`src/rtl/neo_pkg.sv`:
```
// neo_pkg: shared definitions for the NeoPixel frame path.
//   - scheduler state encodings (also driven out on VERBOSE_STATE)
//   - pixel width and the default reset-gap length at 10 MHz
//   - bit-timing constants shared with the serializer (10 MHz clock,
//     12 clocks per 1.2 us bit, 24 bits per pixel = 288 clocks)
// No ports.
package neo_pkg;

  localparam int NEO_PIXEL_W            = 24;
  localparam int NEO_RESET_CYCLES_10MHZ = 500;

  localparam int NEO_BIT_CYCLES   = 12;
  localparam int NEO_T0H_CYCLES   = 4;
  localparam int NEO_T1H_CYCLES   = 8;
  localparam int NEO_PIXEL_CYCLES = NEO_PIXEL_W * NEO_BIT_CYCLES;

  typedef enum logic [2:0] {
    ST_IDLE      = 3'd0,
    ST_FETCH     = 3'd1,
    ST_WAIT_DATA = 3'd2,
    ST_OFFER     = 3'd3,
    ST_DRAIN     = 3'd4,
    ST_GAP       = 3'd5
  } neo_state_e;

  // High time of one encoded bit; the serializer uses this to shape NEO_DATA.
  function automatic int neo_bit_high_cycles(input logic bit_val);
    return bit_val ? NEO_T1H_CYCLES : NEO_T0H_CYCLES;
  endfunction

endpackage

```
`src/rtl/neo_frame_scheduler_if.sv`:
```
// neo_frame_scheduler_if: buffer read port plus pixel stream to the
// serializer.
//   master : scheduler side (drives BUF_RD/BUF_ADDR, PIX_DATA/PIX_VALID)
//   slave  : buffer RAM + serializer side (drives BUF_DATA, PIX_READY,
//            SER_BUSY)
// Signals:
//   BUF_RD     read strobe, BUF_ADDR read address
//   BUF_DATA   read data, valid the cycle after BUF_RD
//   PIX_DATA   24-bit BRG pixel, PIX_VALID/PIX_READY handshake
//   SER_BUSY   serializer still shifting bits
interface neo_frame_scheduler_if #(
  parameter int PIX_ADDR_W = 8
);
  import neo_pkg::*;

  logic                   BUF_RD;
  logic [PIX_ADDR_W-1:0]  BUF_ADDR;
  logic [NEO_PIXEL_W-1:0] BUF_DATA;
  logic [NEO_PIXEL_W-1:0] PIX_DATA;
  logic                   PIX_VALID;
  logic                   PIX_READY;
  logic                   SER_BUSY;

  modport master (
    output BUF_RD,
    output BUF_ADDR,
    input  BUF_DATA,
    output PIX_DATA,
    output PIX_VALID,
    input  PIX_READY,
    input  SER_BUSY
  );

  modport slave (
    input  BUF_RD,
    input  BUF_ADDR,
    output BUF_DATA,
    input  PIX_DATA,
    input  PIX_VALID,
    output PIX_READY,
    output SER_BUSY
  );

endinterface

```
`src/rtl/neo_reset_timer.sv`:
```
// neo_reset_timer: up-counter for the NeoPixel low reset gap.
// Ports:
//   CLK_10MHZ  clock
//   RST_N      asynchronous active-low reset
//   load       clear the count to 0 (wins over en)
//   en         advance the count by one per clock
//   done       count has reached CYCLES-1 (last cycle of the gap)
// The count parks at CYCLES-1 so done stays stable if the owner lingers.
module neo_reset_timer #(
  parameter int CYCLES = 500,
  parameter int CNT_W  = 10
) (
  input  logic CLK_10MHZ,
  input  logic RST_N,
  input  logic load,
  input  logic en,
  output logic done
);

  localparam logic [CNT_W-1:0] LAST = CNT_W'(CYCLES - 1);

  logic [CNT_W-1:0] cnt_q;

  always_ff @(posedge CLK_10MHZ or negedge RST_N) begin
    if (!RST_N) begin
      cnt_q <= '0;
    end else if (load) begin
      cnt_q <= '0;
    end else if (en && (cnt_q != LAST)) begin
      cnt_q <= cnt_q + CNT_W'(1);
    end
  end

  assign done = (cnt_q == LAST);

endmodule

```
`src/rtl/neo_frame_scheduler.sv`:
```
// neo_frame_scheduler: sequences one NeoPixel frame. Reads CFG_PIXEL_COUNT
// 24-bit words from the pixel buffer, hands each to the serializer over
// PIX_VALID/PIX_READY, waits for the serializer to finish, then holds the
// RESET_CYCLES low gap and either restarts (CFG_CONTINUOUS) or idles.
// Ports:
//   CLK_10MHZ, RST_N     clock, asynchronous active-low reset
//   START                one-cycle frame request (IDLE only, count != 0)
//   CFG_PIXEL_COUNT      pixels per frame, latched at frame start
//   CFG_CONTINUOUS       restart after the gap, sampled on its last cycle
//   ABORT                (only with NEO_SCHED_ABORT_EN) cut the frame short
//   bus                  neo_frame_scheduler_if.master (buffer + pixel stream)
//   BUSY                 any state other than IDLE
//   FRAME_DONE           one-cycle pulse on the last gap cycle
//   VERBOSE_STATE        current state encoding
// Build option: define NEO_SCHED_ABORT_EN to add the ABORT input.
//
// state      | meaning
// IDLE       | waiting for START
// FETCH      | BUF_RD for pixel idx
// WAIT_DATA  | buffer returns data, captured into PIX_DATA
// OFFER      | PIX_VALID high until the serializer takes the pixel
// DRAIN      | waiting for the serializer to finish shifting
// GAP        | low reset gap, FRAME_DONE on its last cycle
module neo_frame_scheduler
  import neo_pkg::*;
#(
  parameter int PIX_ADDR_W   = 8,
  parameter int RESET_CYCLES = NEO_RESET_CYCLES_10MHZ,
  parameter int RESET_CNT_W  = 10
) (
  input  logic                  CLK_10MHZ,
  input  logic                  RST_N,
  input  logic                  START,
  input  logic [PIX_ADDR_W-1:0] CFG_PIXEL_COUNT,
  input  logic                  CFG_CONTINUOUS,
`ifdef NEO_SCHED_ABORT_EN
  input  logic                  ABORT,
`endif
  neo_frame_scheduler_if.master bus,
  output logic                  BUSY,
  output logic                  FRAME_DONE,
  output logic [2:0]            VERBOSE_STATE
);

  neo_state_e             state_q, state_d;
  logic [PIX_ADDR_W-1:0]  idx_q, idx_d;
  logic [PIX_ADDR_W-1:0]  len_q, len_d;
  logic [NEO_PIXEL_W-1:0] pix_q, pix_d;

  logic cfg_ok;
  logic xfer;
  logic last_pix;
  logic abort_req;
  logic gap_load;
  logic gap_en;
  logic gap_done;

`ifdef NEO_SCHED_ABORT_EN
  assign abort_req = ABORT;
`else
  assign abort_req = 1'b0;
`endif

  assign cfg_ok   = (CFG_PIXEL_COUNT != '0);
  assign xfer     = (state_q == ST_OFFER) && bus.PIX_READY;
  // len is never 0 once latched, so len-1 does not wrap.
  assign last_pix = (idx_q == (len_q - PIX_ADDR_W'(1)));

  neo_reset_timer #(
    .CYCLES (RESET_CYCLES),
    .CNT_W  (RESET_CNT_W)
  ) u_gap_timer (
    .CLK_10MHZ (CLK_10MHZ),
    .RST_N     (RST_N),
    .load      (gap_load),
    .en        (gap_en),
    .done      (gap_done)
  );

  always_ff @(posedge CLK_10MHZ or negedge RST_N) begin
    if (!RST_N) begin
      state_q <= ST_IDLE;
      idx_q   <= '0;
      len_q   <= '0;
      pix_q   <= '0;
    end else begin
      state_q <= state_d;
      idx_q   <= idx_d;
      len_q   <= len_d;
      pix_q   <= pix_d;
    end
  end

  always_comb begin
    state_d  = state_q;
    idx_d    = idx_q;
    len_d    = len_q;
    pix_d    = pix_q;
    gap_load = 1'b0;
    gap_en   = 1'b0;

    unique case (state_q)
      ST_IDLE: begin
        if (START && cfg_ok) begin
          len_d   = CFG_PIXEL_COUNT;
          idx_d   = '0;
          state_d = ST_FETCH;
        end
      end

      ST_FETCH: begin
        state_d = abort_req ? ST_DRAIN : ST_WAIT_DATA;
      end

      ST_WAIT_DATA: begin
        if (abort_req) begin
          state_d = ST_DRAIN;
        end else begin
          pix_d   = bus.BUF_DATA;
          state_d = ST_OFFER;
        end
      end

      ST_OFFER: begin
        // A transfer coinciding with ABORT still counts; the frame just
        // ends after it.
        if (xfer) begin
          if (last_pix || abort_req) begin
            state_d = ST_DRAIN;
          end else begin
            idx_d   = idx_q + PIX_ADDR_W'(1);
            state_d = ST_FETCH;
          end
        end else if (abort_req) begin
          state_d = ST_DRAIN;
        end
      end

      ST_DRAIN: begin
        if (!bus.SER_BUSY) begin
          gap_load = 1'b1;
          state_d  = ST_GAP;
        end
      end

      ST_GAP: begin
        gap_en = 1'b1;
        if (gap_done) begin
          if (CFG_CONTINUOUS && cfg_ok) begin
            len_d   = CFG_PIXEL_COUNT;
            idx_d   = '0;
            state_d = ST_FETCH;
          end else begin
            state_d = ST_IDLE;
          end
        end
      end

      default: state_d = ST_IDLE;
    endcase
  end

  assign bus.BUF_RD    = (state_q == ST_FETCH);
  assign bus.BUF_ADDR  = idx_q;
  assign bus.PIX_DATA  = pix_q;
  assign bus.PIX_VALID = (state_q == ST_OFFER);

  assign BUSY          = (state_q != ST_IDLE);
  assign FRAME_DONE    = (state_q == ST_GAP) && gap_done;
  assign VERBOSE_STATE = state_q;

endmodule

```
`src/flat_wrapper.sv`:
```
// flat-port wrapper written by rule: the top's interface ports become plain ports
module neo_frame_scheduler_flat import neo_pkg::*;
#(
  parameter int PIX_ADDR_W   = 8,
  parameter int RESET_CYCLES = NEO_RESET_CYCLES_10MHZ,
  parameter int RESET_CNT_W  = 10
)
  (CLK_10MHZ, RST_N, START, CFG_PIXEL_COUNT, CFG_CONTINUOUS, BUSY, FRAME_DONE, VERBOSE_STATE, bus_BUF_RD, bus_BUF_ADDR, bus_BUF_DATA, bus_PIX_DATA, bus_PIX_VALID, bus_PIX_READY, bus_SER_BUSY);
  neo_frame_scheduler_if #(.PIX_ADDR_W(PIX_ADDR_W)) bus_i ();
  input  logic CLK_10MHZ;
  input  logic RST_N;
  input  logic START;
  input  logic [PIX_ADDR_W-1:0] CFG_PIXEL_COUNT;
  input  logic CFG_CONTINUOUS;
  output logic BUSY;
  output logic FRAME_DONE;
  output logic [2:0] VERBOSE_STATE;
  output wire logic [$bits(bus_i.BUF_RD)-1:0] bus_BUF_RD;
  output wire logic [$bits(bus_i.BUF_ADDR)-1:0] bus_BUF_ADDR;
  input wire logic [$bits(bus_i.BUF_DATA)-1:0] bus_BUF_DATA;
  output wire logic [$bits(bus_i.PIX_DATA)-1:0] bus_PIX_DATA;
  output wire logic [$bits(bus_i.PIX_VALID)-1:0] bus_PIX_VALID;
  input wire logic [$bits(bus_i.PIX_READY)-1:0] bus_PIX_READY;
  input wire logic [$bits(bus_i.SER_BUSY)-1:0] bus_SER_BUSY;
  assign bus_BUF_RD = bus_i.BUF_RD;
  assign bus_BUF_ADDR = bus_i.BUF_ADDR;
  assign bus_i.BUF_DATA = bus_BUF_DATA;
  assign bus_PIX_DATA = bus_i.PIX_DATA;
  assign bus_PIX_VALID = bus_i.PIX_VALID;
  assign bus_i.PIX_READY = bus_PIX_READY;
  assign bus_i.SER_BUSY = bus_SER_BUSY;
  neo_frame_scheduler #(.PIX_ADDR_W(PIX_ADDR_W), .RESET_CYCLES(RESET_CYCLES), .RESET_CNT_W(RESET_CNT_W)) u_core (.CLK_10MHZ(CLK_10MHZ), .RST_N(RST_N), .START(START), .CFG_PIXEL_COUNT(CFG_PIXEL_COUNT), .CFG_CONTINUOUS(CFG_CONTINUOUS), .bus(bus_i), .BUSY(BUSY), .FRAME_DONE(FRAME_DONE), .VERBOSE_STATE(VERBOSE_STATE));
endmodule
```
`config.mk`:
```
export PLATFORM = sky130hd
export DESIGN_NAME = neo_frame_scheduler_flat
export DESIGN_NICKNAME = d
export VERILOG_FILES = /design/src/rtl/neo_pkg.sv /design/src/rtl/neo_frame_scheduler_if.sv /design/src/rtl/neo_reset_timer.sv /design/src/rtl/neo_frame_scheduler.sv /design/src/flat_wrapper.sv
export SDC_FILE = /design/constraint.sdc
export NUM_CORES = 1
export LEC_CHECK = 0
export ABC_CLOCK_PERIOD_IN_PS = 2500
export CORE_MARGIN = 1
export CORE_UTILIZATION = 37
export DETAILED_ROUTE_END_ITERATION = 8
export PLACE_DENSITY = 0.67
export REMOVE_ABC_BUFFERS = 1
export SLEW_MARGIN = 15
export SYNTH_ARGS = -nofsm -noshare
export SYNTH_HDL_FRONTEND = slang
export SYNTH_SLANG_ARGS = --single-unit
```
`constraint.sdc`:
```
create_clock -name CLK_10MHZ -period 2.5 [get_ports CLK_10MHZ]
set_clock_uncertainty 0.1 [all_clocks]
set_input_delay 0.375 -clock CLK_10MHZ [delete_from_list [all_inputs] [get_ports CLK_10MHZ]]
set_output_delay 0.375 -clock CLK_10MHZ [all_outputs]
set_load 0.01 [all_outputs]
```
==> results.toml <==
# physical design summary
[outcome]
status = "complete, no violations"

[logic_synthesis]
flop_cell = "dfrtp_1"
edf_count = 0
yosys_warnings = 0
ys_seq_share_pct = 47.3
synth_area_per_cell_sq_um = 10.8
ys_area_sq_um = 2800

[floorplanning]
fp-utilization_pct = 38.4
core_area_sq_um = 7290

[setup_path]
cp.arrival_ns = 1.86
crit_path_end_kind = "output port"
critical_path_class = "flop to output port"
cp_max_fo = 11

[cells_and_area]
num_antenna_cells = 0
area_growth_pct = 40.2
final_cell_mix = "clkdlybuf4s50_1 (74), dfrtp_1 (53), mux2_2 (28), nor2_1 (25), buf_4 (22)"

[final_timing]
min_period_over_period_pct = 93.3
period_needed_ns = 2.33

[global_routing]
antenna_found_initial = 0
grt_overflow_total = 0

[place]
gp_congestion = 0.854
pre_cts_slack_ns = 0.0263

[clock_network]
cts-buffers-inserted = 5
clkTransAtPathRegs_ns = 0.10
cts_tree = "built"
cts_buffer_depth = 2

[power_and_ir_drop]
power_leakage_nw = 1.60

[detailed_routing]
wl_per_cell_microns = 14.7
## cells in the mapped netlist (2+ instances only)
cell	count	area, sq um
nor2b_1	2	12.5
nand3_1	13	65.1
nand2_1	19	71.3
nor3b_1	4	30.0
a21oi_1	3	15.0
nor2_1	26	97.6
dfrtp_1	53	1330
nor3_1	4	20.0
xnor2_1	8	70.1
xor2_1	8	70.1
and3_1	4	25.0
o211ai_1	2	15.0
and3b_1	2	17.5
buf_2	5	25.0
or4_1	2	15.0
o311ai_0	2	17.5
ha_1	3	37.5
a31oi_1	3	18.8
o21ai_0	9	45.0
nand2b_1	5	31.3
nand4_1	3	18.8
mux2_2	28	315
mux2i_1	4	40.0
clkbuf_1	4	15.0
inv_1	9	33.8
nand3_2	2	20.0
buf_4	2	15.0
## worst paths after layout
kind,cells after the start,slack (ns),startpoint,endpoint
setup / recovery,4,0.17,u_core.VERBOSE_STATE[2],bus_PIX_VALID
hold / removal,1,0.41,u_core.bus.PIX_DATA[19],u_core.bus.PIX_DATA[19]
setup reg to reg,8,0.18,u_core.u_gap_timer.cnt_q[1],u_core.bus.BUF_ADDR[4]
hold reg to reg,1,0.41,u_core.bus.PIX_DATA[19],u_core.bus.PIX_DATA[19]
max in group asynchronous,3,1.22,RST_N,u_core.u_gap_timer.cnt_q[3]
min in group asynchronous,2,0.45,RST_N,u_core.bus.PIX_DATA[3]
## worst max-delay path, stage by stage, from the launching register on
cell and delay [ns]:
dfrtp_1 0.41, buf_4 0.18, and3b_1 0.26, buf_4 0.16, clkdlybuf4s50_1 0.54
## state kept, by name, indices dropped and copies added, names as in the netlist
| name | flops |
|---|---|
| u_core.bus.BUF_ADDR | 8 |
| u_core.u_gap_timer.cnt_q | 10 |
| u_core.VERBOSE_STATE | 3 |
| u_core.len_q | 8 |
| u_core.bus.PIX_DATA | 24 |
## power breakdown
group | switching (mW) | internal, mW | total (mW)
sequential | 0.312 | 1.20 | 1.51
combinational | 0.837 | 1.20 | 2.04
clock | 0.297 | 0.300 | 0.597
## layer usage
layer	part of all wire (%)	vias up	track usage, %
li1	-	1112	-
met1	43	1122	23.8
met4	1.8	0	6.35
met2	48	79	31.3
met3	7.0	12	5.08
met5	0	-	0
## layout make-up
class	instances	area (sq um)
sequential	53	1330
clock inverter	3	46.3
timing repair buffer	99	933
multi-input combinational	186	1400
tap	99	124
clock buffer	5	68.8
fill	676	3360
inverter	9	33.8
## cells by family (layout without fill, tap and decap cells)
kind of cell               count (synthesis)  in the layout  synth area share (%)
DFF                                       53             53                  47.3
and+or+nand+nor                           99             99                  20.1
muxes                                     32             32                  12.7
xor gates and xnor gates                  16             16                  5.00
adders and majority gates                  3              3                  1.34
buffers and inverters                     21            116                  3.57
AOI/OAI and AO/OA                         36             36                  9.96
## timing repair
| action | CTS | global route |
|---|---|---|
| pin swaps | 1 | 5 |
| endpoints found under the setup margin | 1 | 11 |
| setup buffers | 2 | 9 |
| hold buffers | 1 | 0 |
| endpoints found under the hold margin | 16 | 0 |
| resized | 1 | 3 |
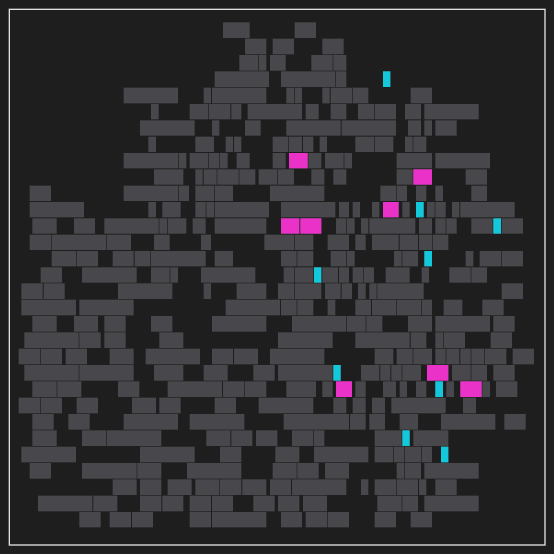
**Above:** selected gate families.
Scale: 6 px per micron.
legend:
  cyan:
    family: inv cells
    cells: 9
    most_used: inv_1
  magenta:
    family: non-inverting ao/oa cells
    cells: 8
logic share of the area: 35.5%
fin cells: 454
dominant logic cell type in the layout: clkdlybuf4s50_1

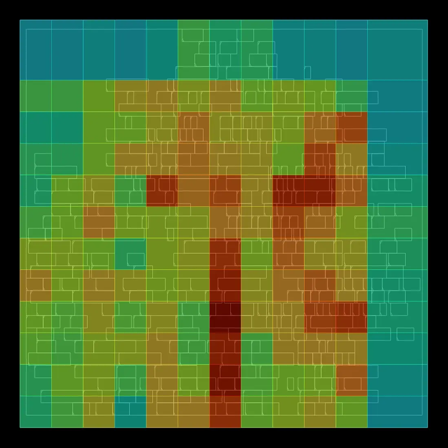
**Above:** track usage over the die.
GR peak layer: met2
met1 usage: 23.8%
GR met3 Demand/Resource: 5.08%
Util after Layout: 53.9%
GR Layer Usage met2: 31.3%

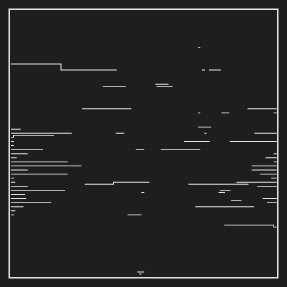
**Above:** M3 wires.
Scale: 3 px per micron.
nets with wire on the layer: 54
main direction: horizontal
WL final: 6670 microns
vias post-DR: 2,325

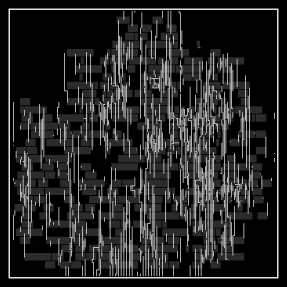
**Above:** the metal 2 layer.
Scale: 3 px per micron.
wire length on this layer: 3,240 microns
longest straight run: 39.8 microns
share of all routed wire: 49%

Power is estimated from default activity; no workload was simulated.
